[config.mk]
export PLATFORM = sky130hd
export DESIGN_NAME = many_functions_decoder
export DESIGN_NICKNAME = d
export VERILOG_FILES = /design/src/rtl/many_functions_decoder.sv
export SDC_FILE = /design/constraint.sdc
export NUM_CORES = 1
export LEC_CHECK = 0
export ABC_AREA = 1
export CORE_AREA = 10 10 95 97
export CTS_CLUSTER_SIZE = 40
export DETAILED_ROUTE_END_ITERATION = 10
export DIE_AREA = 0 0 105 107
export PLACE_DENSITY = 0.7
export SLEW_MARGIN = 20
export SYNTH_ARGS = -nofsm -noshare
export SYNTH_HDL_FRONTEND = slang
export SYNTH_SLANG_ARGS = --single-unit
[constraint.sdc]
create_clock -name clk -period 2.8 [get_ports clk]
set_clock_uncertainty 0.05 [all_clocks]
set_input_delay 0.56 -clock clk [delete_from_list [all_inputs] [get_ports clk]]
set_output_delay 0.56 -clock clk [all_outputs]
set_load 0.01 [all_outputs]
[src/rtl/many_functions_decoder.sv]
// rtl/many_functions_decoder.sv - iterative decoder for the many_functions encodings (optional err port: MANY_FUNCTIONS_DECODER_ERR_EN)
module many_functions_decoder #(
    parameter int WIDTH = 8,
    parameter int DEPTH = 4
) (
    input  logic             clk,
    input  logic             rst,
    input  logic             in_valid,
    output logic             in_ready,
    input  logic [1:0]       sel,
    input  logic [WIDTH-1:0] in_a,
    input  logic [WIDTH-1:0] in_b,
    output logic             out_valid,
    input  logic             out_ready,
`ifdef MANY_FUNCTIONS_DECODER_ERR_EN
    output logic             err,
`endif
    output logic [WIDTH-1:0] out_x,
    output logic [WIDTH-1:0] out_y
);

    localparam int MAXN = (WIDTH > DEPTH) ? WIDTH : DEPTH;
    localparam int CW   = $clog2(MAXN + 1);
    localparam int IW   = $clog2(WIDTH);
    localparam logic [WIDTH-1:0] DEPTH_W = WIDTH'(DEPTH);

    typedef enum logic [1:0] {IDLE, BUSY, DONE} state_t;

    state_t           state, state_nxt;
    logic [1:0]       mode;
    logic [WIDTH-1:0] a;
    logic [WIDTH-1:0] b;
    logic [CW-1:0]    cnt;
    logic [IW-1:0]    idx;
    logic             noshift;
    logic             accept;
    logic             clamped;
    logic [CW-1:0]    shift_amt;
    logic [CW-1:0]    n_load;
    logic [IW-1:0]    rev_idx;
    logic [IW-1:0]    lo_idx;
    logic [IW-1:0]    hi_idx;
`ifdef MANY_FUNCTIONS_DECODER_ERR_EN
    logic             clamped_q;
`endif

    assign accept = in_valid && in_ready;

    // Clamp the requested shift and work out the step count for the incoming request.
    always_comb begin
        clamped   = in_b > DEPTH_W;
        shift_amt = clamped ? CW'(DEPTH) : CW'(in_b);
        n_load    = CW'(1);
        case (sel)
            2'b00:   n_load = CW'(WIDTH);
            2'b01:   n_load = CW'(WIDTH / 2);
            2'b10:   n_load = (shift_amt == '0) ? CW'(1) : shift_amt;
            default: n_load = CW'(1);
        endcase
    end

    // Bit positions touched by the reverse and de-interleave steps.
    always_comb begin
        rev_idx = IW'(WIDTH - 1) - idx;
        lo_idx  = {idx[IW-2:0], 1'b0};
        hi_idx  = {idx[IW-2:0], 1'b1};
    end

    // State register.
    always_ff @(posedge clk or posedge rst) begin
        if (rst) state <= IDLE;
        else     state <= state_nxt;
    end

    // Next-state and handshake outputs.
    always_comb begin
        state_nxt = state;
        in_ready  = 1'b0;
        out_valid = 1'b0;
        case (state)
            IDLE: begin
                in_ready = 1'b1;
                if (in_valid) state_nxt = BUSY;
            end
            BUSY: begin
                if (cnt == CW'(1)) state_nxt = DONE;
            end
            DONE: begin
                out_valid = 1'b1;
                if (out_ready) state_nxt = IDLE;
            end
            default: state_nxt = IDLE;
        endcase
    end

    // Operand capture on accept, then one decode step per BUSY cycle.
    always_ff @(posedge clk or posedge rst) begin
        if (rst) begin
            mode    <= 2'b00;
            a       <= '0;
            b       <= '0;
            cnt     <= '0;
            idx     <= '0;
            noshift <= 1'b0;
            out_x   <= '0;
            out_y   <= '0;
        end else if (accept) begin
            mode    <= sel;
            a       <= in_a;
            b       <= in_b;
            cnt     <= n_load;
            idx     <= '0;
            noshift <= (shift_amt == '0);
            out_x   <= '0;
            out_y   <= '0;
        end else if (state == BUSY) begin
            cnt <= cnt - CW'(1);
            idx <= idx + IW'(1);
            case (mode)
                2'b00: out_x[idx] <= a[rev_idx];
                2'b01: begin
                    out_x[idx] <= a[lo_idx];
                    out_y[idx] <= a[hi_idx];
                end
                2'b10: begin
                    if (noshift) begin
                        out_x <= a;
                    end else begin
                        a     <= a >> 1;
                        out_x <= a >> 1;
                    end
                end
                default: begin
                    out_x <= a;
                    out_y <= b - a;
                end
            endcase
        end
    end

`ifdef MANY_FUNCTIONS_DECODER_ERR_EN
    // err flags a clamped shift or a set bit falling off the bottom of the shifter.
    always_ff @(posedge clk or posedge rst) begin
        if (rst) begin
            err       <= 1'b0;
            clamped_q <= 1'b0;
        end else if (accept) begin
            err       <= 1'b0;
            clamped_q <= clamped && (sel == 2'b10);
        end else if (state == BUSY && mode == 2'b10) begin
            err <= err | clamped_q | (!noshift && a[0]);
        end
    end
`endif

endmodule

**Sizing map**

The bar under the picture is 20 µm long.
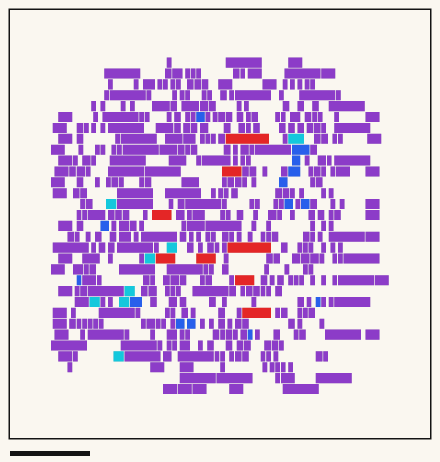
| size | color | cells | share |
|---|---|---|---|
| x3 and x4 | cyan | 8 | 1.6% |
| x1 and smaller | purple | 478 | 94% |
| x2 | blue | 14 | 2.8% |
| x6 and larger | red | 8 | 1.6% |
P&R area growth vs syn: 19.3%
min setup slack post-route: 781 ps

**Clock nets**

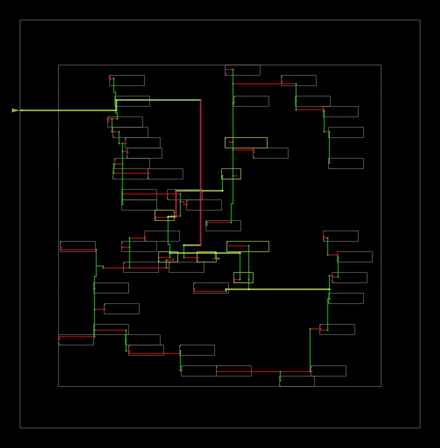
flip-flops: 44
Insertion Delay late pin: 300 ps
clock buffers: 5
Clock Power: 573 µW
CTS buffer count: 5

**Register map, names as in the netlist**

The bar under the picture is 20 µm long. Other sequential cells in the stronger gray, the rest of the logic in the fainter gray.
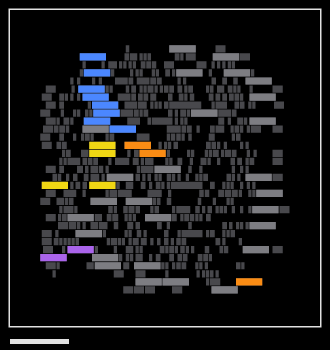
| signal | color | sequential cells |
|---|---|---|
| `b` | blue | 8 |
| `cnt` | yellow | 4 |
| `state` | purple | 2 |
| `idx` | orange | 3 |

==> ci_impl_report.md <==
### Metrics collected by this job

| Metric | Value |
|---|---|
| Clk network pwr share | `11.8%` |
| Avg WL per Cell | `15.3 µm` |
| Arr. time, crit path | `~1400 ps` |
| Clock sinks | `approximately 44` |
| Synth unique cells | `32` |
| Status | `completed` |
| Root Driver | `clkbuf_8` |
| Num rows | `31` |
| Combinational fraction of design power | `roughly 62%` |
| Final core utilization | `approximately 52%` |
| Total number of yosys warnings | `0` |
| Pre-CTS setup slack | `slightly above 700 ps` |
| First DRT Iteration DRCs | `204` |
| Die area | `between 0.01 and 0.015 mm²` |
| # IOs | `about 40` |
| Worst-margin pin slew | `just over 700 ps` |
| Routability cong. | `around 0.97` |
| FP Util | `43.9%` |
| Combinational gate power | `about 3.0 mW` |
| Max-slew violation count | `0` |
| Fillers | `between 700 and 800` |
| Vias in the first global route | `3124` |
| Non-Filler Instances | `approximately 610` |
| Core Region | `~0.0071 mm²` |
| Mean Syn Cell Area | `about 6.6 µm²` |
| Flops & latches, synth | `44` |
| Highest clock rate | `roughly 0.50 GHz` |
| Most common library cells after synthesis | `nand2_1 (164), o21ai_0 (45), dfrtp_1 (44)` |
| Worst setup SP type | `flip-flop` |
| Share of layout cells above drive strength 1 | `just under 6%` |
| Tcrit/Tclk final | `a little over 70%` |
| Initial antenna violation count | `0` |
| CTS tree | `built` |
| Clock slew at reported path FFs | `roughly 80 ps` |
| Postcts setup bufs | `0` |
| DRT antenna net count | `0` |
| Vias per cell | `~5.4` |
| PostCTS Resize Cnt | `0` |
| Sw power | `~2.4 mW` |
| Final hold vios | `0` |
| Switching part of the total | `between 50% and 60%` |
| Clock Path Buffers | `2` |
| Final Instance Area | `~0.0037 mm²` |
| DR pass1 iterations | `7` |
| Number of enable flip-flop cells | `0` |
| Top-area cell share | `35.1%` |
| # hold bufs at CTS | `0` |
| Sequential area share after synthesis | `a little over a third` |
| Cell count after placement | `about 600` |
| Slew headroom | `51.8%` |
| Grt ovf | `0` |
| Count leader, synth | `nand2_1` |
| Detailed Route WL | `approximately 9.3 mm` |
| Power density cells | `around 1300 mW/mm²` |
| Largest net degree at the start of global routing | `22` |
| Post-Syn Nets | `505` |
| IO Port Bufs | `39` |
| H-tree lvl count | `2` |
| Unrepaired setup endpoints after global routing | `false` |
| Max IR drop VDD | `about 0.54 mV` |
| Ys async rst share | `100%` |
| Crit-path max FO | `3` |
| Yosys cell count | `about 470` |
| Chip width | `about 110 µm` |
| Power, Total | `between 4 and 5 mW` |
| Commonest flop | `dfrtp_1` |
| Detailed placement HPWL | `between 7 and 8 mm` |
| WP data required | `between 2000 and 2500 ps` |
| Crit end category | `output pin` |
| Static leakage | `between 1.5 and 2 nW` |
| Net count, final | `between 500 and 600` |
| Yosys chip area | `about 0.0031 mm²` |
| Post-Syn Area | `between 0.003 and 0.004 mm²` |
| Sequential cell fraction of total power | `26.0%` |
| Final setup viols | `0` |
| Sequential power | `between 1 and 1.5 mW` |
| First-pass GRT wire length | `between 15 and 20 mm` |
| Tool warnings | `27` |
| Maximum capacitance violations | `0` |
| DRC viols | `0` |
| Detailed-route via count | `3251` |
| Worst min path class | `in2async` |
| Global Route Usage Sum | `about 16%` |
| Setup tns final | `0 ps` |
| R2R depth | `9` |
| Diode count | `0` |
| Syn Inst Count | `about 470` |
| Crit path time final | `~2000 ps` |
| DP Area | `between 0.003 and 0.004 mm²` |
| Int Pwr | `2.40 mW` |
-- worst max-delay path: stages (launching register included) --
cell             delay [ps]
dfrtp_1                 410
nor2_1                  150
clkdlybuf4s50_1         560
-- kinds of logic (layout without fill, tap and decap cells) --
group	Yosys count	in the layout	share of synthesized area, %
buffers and inverters	63	99	8.42
adder cells (fa/ha/maj)	11	11	4.63
AND/OR/NAND/NOR	262	262	35.4
XOR/XNOR	4	4	1.12
flip-flops	44	44	35.1
AND-OR/OR-AND	88	88	15.2
-- per-layer routing --
layer	up-vias	GRT usage (%)	share of wire [%]
met5	-	0	0
met4	0	5.69	1.6
met3	13	3.65	7.0
met2	128	27.1	46
met1	1495	21.0	46
li1	1615	-	-
-- final timing paths --
check	startpoint	slack [ps]	end
max	state[0]	780	in_ready
min	rst	420	state[1]
max reg2reg	idx[0]	800	out_x[3]
min reg2reg	out_y[4]	430	out_y[4]
max in group asynchronous	rst	1740	idx[1]
min in group clk	out_y[4]	430	out_y[4]
-- layout by cell type (no fill, tap or decap), types with 4 or more instances in the layout --
cell type	Yosys	final
a21oi_1	24	24
buf_4	2	7
clkbuf_8	0	5
clkdlybuf4s50_1	0	39
dfrtp_1	44	44
ha_1	10	10
inv_1	41	40
nand2_1	164	164
nand3_1	42	42
nand4_1	10	10
nor2_1	31	31
nor3_1	5	5
o211ai_1	4	4
o21ai_0	45	45
o21ai_1	4	4
o22ai_1	4	4
-- state kept, by name (all words and copies together), names as in the netlist --
signal and count:
cnt 4, a 8, b 8, out_y 8, noshift 1, mode 2, idx 3, out_x 8
state 2
-- area by class of cell --
class,instances,area [µm²],share of cell area (%)
timing repair buffer,46,443,11.8
clock inverter,2,60.1,1.61
inverter,46,173,4.62
multi-input combinational,365,1770,47.3
clock buffer,5,68.8,1.84
tap,99,124,3.31
sequential,44,1100,29.5
Power and IR drop assume default switching activity.
